==> config.mk <==
export PLATFORM = sky130hd
export DESIGN_NAME = proc_control
export DESIGN_NICKNAME = d
export VERILOG_FILES = /design/src/rtl/proc_control_pkg.sv /design/src/rtl/proc_control_dec3to8.sv /design/src/rtl/proc_control.sv
export SDC_FILE = /design/constraint.sdc
export NUM_CORES = 1
export LEC_CHECK = 0
export CELL_PAD_IN_SITES_DETAIL_PLACEMENT = 0
export CELL_PAD_IN_SITES_GLOBAL_PLACEMENT = 1
export CORE_ASPECT_RATIO = 1.5
export CORE_MARGIN = 5
export CORE_UTILIZATION = 20
export DETAILED_ROUTE_END_ITERATION = 12
export PLACE_DENSITY = 0.75
export SLEW_MARGIN = 30
export SYNTH_ARGS = -nofsm -noshare
export SYNTH_HDL_FRONTEND = slang
export SYNTH_SLANG_ARGS = --single-unit
==> constraint.sdc <==
create_clock -name clock -period 2.5 [get_ports clock]
set_clock_uncertainty 0.15 [all_clocks]
set_input_delay 0.625 -clock clock [delete_from_list [all_inputs] [get_ports clock]]
set_output_delay 0.625 -clock clock [all_outputs]
set_load 0.02 [all_outputs]
Fig. 1: run 1, track usage over the die
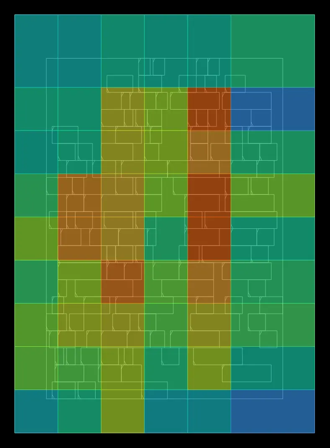
fin util: 61.7%
GR peak layer: met2
post-DR wirelength/cell: 14.5 um

Fig. 2: run 1, cell classes on the final placement
Drawn at 6 px/um. Fill, decap, tap and diode cells in grey.
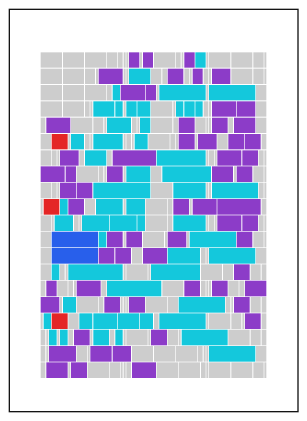
| colour | class | cells | share of their area |
|---|---|---|---|
| blue | flip-flops | 2 | 3.4% |
| purple | other buffers and delay cells | 62 | 44% |
| cyan | all other logic | 54 | 51% |
| red | cells driving clock nets | 3 | 1.8% |
Seq area share: 3.36%
Core Rows: 20
core footprint: 2050 um^2

Fig. 3: run 1, signal wires on met3
Drawn at 8 px/um.
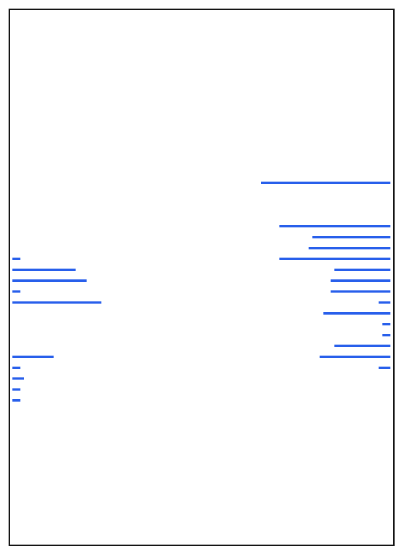
wire length on this layer: 147 um
longest straight run: 15.9 um
final wirelength: 2080 um
detailed-route via count: 688
grt met3 use: 2.43%

==> CHANGELOG.md, run 1 <==
### Implementation results

- Status: finished with violations
- Violated checks: setup timing
- Crit end category: primary output
- Initial antenna violation count: 0
- Clock power frac: 31.2%
- Cycle use final: 112%
- Final worst setup slack: -0.305 ns
- Synth-to-Final Area Change: 194%
- Max capacitance violation total: 0
- First-pass iteration count of the detailed router: 4
- # DRC: 0
- Grt met2 use: 28.6%
- Mapped Cells: 58
- Largest net degree at the start of global routing: 9
- Worst hold path type: in -> reg
- Design Area, Final: 1270 um^2
- I/O pin count: 36
- Worst path arrival time: 2.03 ns
- Post-synthesis adder-cell area fraction: 11.6%
- Pwr/cell area: ~190 nW/um^2
- Most common cell in the synthesized netlist: nor4_1
- Worst Hold Slack: 0.591 ns
- Routability cong.: 0.767
- Clk buf depth: 2
- WP data required: 1.73 ns
- R2R cell count: 5
- Top cells, area: nor4_1 (13%), ha_1 (12%), mux2_2 (10%)
- Die Width: 47.9 um
- Clock transition at path regs: 0.03 ns
- Final ANT Viol Nets: 0
- Worst-case vdd ir drop: ~0.18 mV
- Pint: 0.000152 W
- Die area: about 3200 um^2
- Reg2Reg Setup Slack: roughly 1.1 ns
- Yosys top cell by area: nor4_1
- Final setup fails: 8
- Area post-placement: 1130 um^2
- Hold Crit Depth: 3
==> run 1: per-layer routing <==
layer / vias up / part of all wire (%)
met5: - / 0
met4: 0 / 0
met3: 0 / 7.0
met2: 25 / 59
met1: 321 / 34
li1: 342 / -
==> run 1: layout make-up <==
cell class | instances | area, um^2
clock buffer | 3 | 22.5
inverter | 4 | 15.0
multi-input combinational | 50 | 618
tap | 22 | 27.5
timing repair buffer | 62 | 541
fill | 189 | 786
sequential | 2 | 42.5
==> run 1: critical path, cell delays in order <==
cell and delay (ns):
buf_6 0.10, nor4bb_4 0.28, buf_6 0.20, mux2_4 0.37
nor4_4 0.27, buf_4 0.18
==> run 1: cells in the final DEF, fill, tap and decap left out, types with 2 or more instances in the layout <==
cell type / count
mux2_4: 3
buf_2: 5
buf_12: 2
dfxtp_2: 2
nor3_1: 4
clkdlybuf4s15_2: 3
nand2_1: 3
clkdlybuf4s50_1: 4
clkbuf_4: 3
clkbuf_2: 2
nor2_1: 5
nor4_4: 9
inv_1: 3
nand2b_1: 2
ha_1: 3
mux2i_4: 3
buf_6: 8
buf_4: 29
dlygate4sd2_1: 7
==> run 1: cell families (layout without fill, tap and decap cells) <==
kind of cell,after synthesis,in the layout
muxes,8,8
buffers and inverters,6,69
and+or+nand+nor,36,36
DFF,2,2
AOI/OAI and AO/OA,2,2
adders and majority gates,4,4
==> run 1: repair_timing <==
| action | in CTS | in global routing |
|---|---|---|
| resized | 119 | 19 |
| buffers inserted | 9 | 0 |
| cloned | 0 | 0 |
| hold endpoints to repair | 0 | 0 |
| setup endpoints to repair | 24 | 20 |
| hold buffers | 0 | 0 |
| pin swaps | 5 | 7 |
==> run 1: metrics by stage <==
stage	util (%)	TNS, ns	setup WS (ns)
floorplan	-	-0.635	-0.150
finish	61.7	-1.81	-0.305
detailed placement	55.2	-20.24	-1.17
CTS	59.8	-1.96	-0.322
global placement	55.2	-19.94	-1.13
global route	61.7	-2.50	-0.393
==> run 1: power groups by stage <==
| stage | sequential (W) | combinational, W | clock [W] |
|---|---|---|---|
| 2_1_floorplan | 0.0000343 | 0.0000502 | 0 |
| 3_3_place_gp | 0.0000341 | 0.000105 | 0 |
| 3_5_place_dp | 0.0000341 | 0.000106 | 0 |
| 4_1_cts | 0.0000344 | 0.000124 | 0.0000792 |
| 5_1_grt | 0.0000344 | 0.000138 | 0.0000824 |
| 6_report | 0.0000344 | 0.000129 | 0.0000739 |
Fig. 4: run 1, logic cells by family
Drawn at 6 px/um.
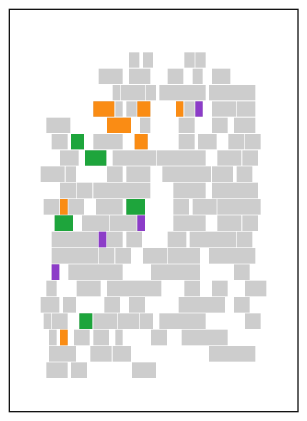

--- run 2 (diff from run 1) ---
--- a/config.mk
+++ b/config.mk
@@ -8,7 +8,6 @@
 export CELL_PAD_IN_SITES_DETAIL_PLACEMENT = 0
 export CELL_PAD_IN_SITES_GLOBAL_PLACEMENT = 1
 export CORE_ASPECT_RATIO = 1.5
-export CORE_MARGIN = 5
 export CORE_UTILIZATION = 20
 export DETAILED_ROUTE_END_ITERATION = 12
 export PLACE_DENSITY = 0.75
@@ -16,3 +15,4 @@
 export SYNTH_ARGS = -nofsm -noshare
 export SYNTH_HDL_FRONTEND = slang
 export SYNTH_SLANG_ARGS = --single-unit
+export TNS_END_PERCENT = 30
Fig. 5: run 2, logic cells by family
Drawn at 6 px/um.
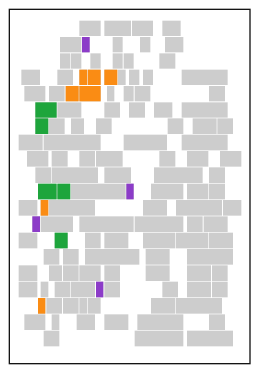
| colour | family | cells |
|---|---|---|
| orange | NAND gates | 7 |
| purple | inverters | 4 |
| green | AND and OR gates | 5 |
fraction of area in multi-input gates: 46.6%
final cell count without fillers: 147
most instantiated logic cell after routing: buf_4

==> run 2 against run 1 <==
Compared with the run above: the run still ends with setup timing left; combinational power about the same; clock power increased by 1%; synthesized cell count unchanged; via count increased by 1.9%; register-to-register slack got worse by 0.14 ns; first-iteration DRC count increased by 63%; critical path type unchanged; largest power group unchanged.
==> CHANGELOG.md, run 2 <==
### Implementation results

- Hold-fix buffers at CTS: 0 (unchanged)
- Clk buf depth: 2 (unchanged)
- Largest net degree at the start of global routing: 9 (unchanged)
- Yosys top cell by area: nor4_1
- Final wirelength: 2060 um (-0.67%)
- Final setup fails: 11 (+3)
- Initial antenna violation count: 0 (unchanged)
- I/O pin count: 36 (unchanged)
- Detailed-route via count: 701 (+1.9%)
- Violated checks: setup timing
- R2R cell count: 5 (unchanged)
- Top cells, area: nor4_1 (13%), ha_1 (12%), mux2_2 (10%)
- Status: finished with violations
- Worst hold path type: in -> reg
- Reg2Reg Setup Slack: 0.98 ns (-0.14 ns)
- Core Rows: 20 (unchanged)
- Crit end category: primary output
- Final worst setup slack: -0.256 ns (+0.0493 ns)
- Fill count: 189 (unchanged)
- First-pass iteration count of the detailed router: 3 (-1)
Fig. 6: run 2, cell classes on the final placement
Drawn at 6 px/um. Fill, decap, tap and diode cells in grey.
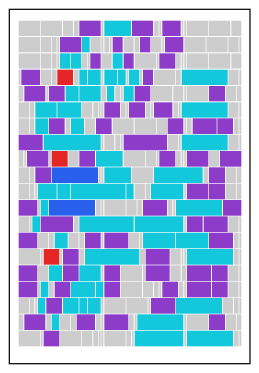
| colour | class | cells | share of their area |
|---|---|---|---|
| cyan | all other logic | 54 | 49% |
| red | cells driving clock nets | 3 | 1.8% |
| blue | flip-flops | 2 | 3.4% |
| purple | other buffers and delay cells | 66 | 46% |
core footprint: 2030 um^2
Seq area share: 3.29%
fin util: 63.8%
Design Area, Final: 1290 um^2

[run 2: cell counts after synthesis]
Identical to the previous run, type by type.
[run 2: per-stage QoR]
| stage | power [W] | instance area (um^2) | std cells | worst slack, ns | setup TNS [ns] |
|---|---|---|---|---|---|
| floorplan | 0.0000831 | 588 | 58 | -0.150 | -0.956 |
| global placement | 0.000138 | 1130 | 135 | -1.13 | -19.34 |
| detailed placement | 0.000140 | 1130 | 135 | -1.18 | -19.87 |
| CTS | 0.000239 | 1300 | 148 | -0.267 | -1.82 |
| global route | 0.000251 | 1290 | 147 | -0.324 | -2.49 |
| finish | 0.000237 | 1290 | 147 | -0.256 | -1.80 |
[run 2: worst max-delay path, stage by stage]
cell	delay, ns
buf_8	0.10
nor4bb_4	0.27
buf_6	0.17
mux2_4	0.37
nor4_4	0.27
buf_4	0.17
[run 2: cell families after synthesis]
family	count (synthesis)	share of synthesized area, %
multiplexers	8	19.8
buffers and inverters	6	6.97
AND/OR/NAND/NOR	36	48.8
AND-OR/OR-AND	2	3.49
flip-flops	2	9.30
adder cells (fa/ha/maj)	4	11.6
[run 2: area by class of cell]
type,instances,area share [%]
clock buffer,3,1.74
inverter,4,1.16
multi-input combinational,50,46.6
sequential,2,3.29
tap,22,2.13
timing repair buffer,66,45.1
[run 2: per-layer routing]
metal	vias to the layer above	routed length (um)	track usage (%)	share of wire, %
li1	354	-	-	-
met1	324	689	15.4	33
met2	23	1310	40.1	63
met3	0	69	2.64	3.3
met4	0	0	7.39	0
met5	-	0	0	0
[run 2: what timing repair did]
item	in CTS	in global routing
buffers inserted	10	0
setup endpoints to repair	24	17
pin swaps	7	4
gates resized	114	12
hold endpoints to repair	0	0
[run 2: report_power, final]
group	internal, W	switching, W
clock	0.0000533	0.0000218
combinational	0.0000658	0.0000616
sequential	0.0000334	0.00000118
No activity file was given, so power comes from the tool's default toggle rates.
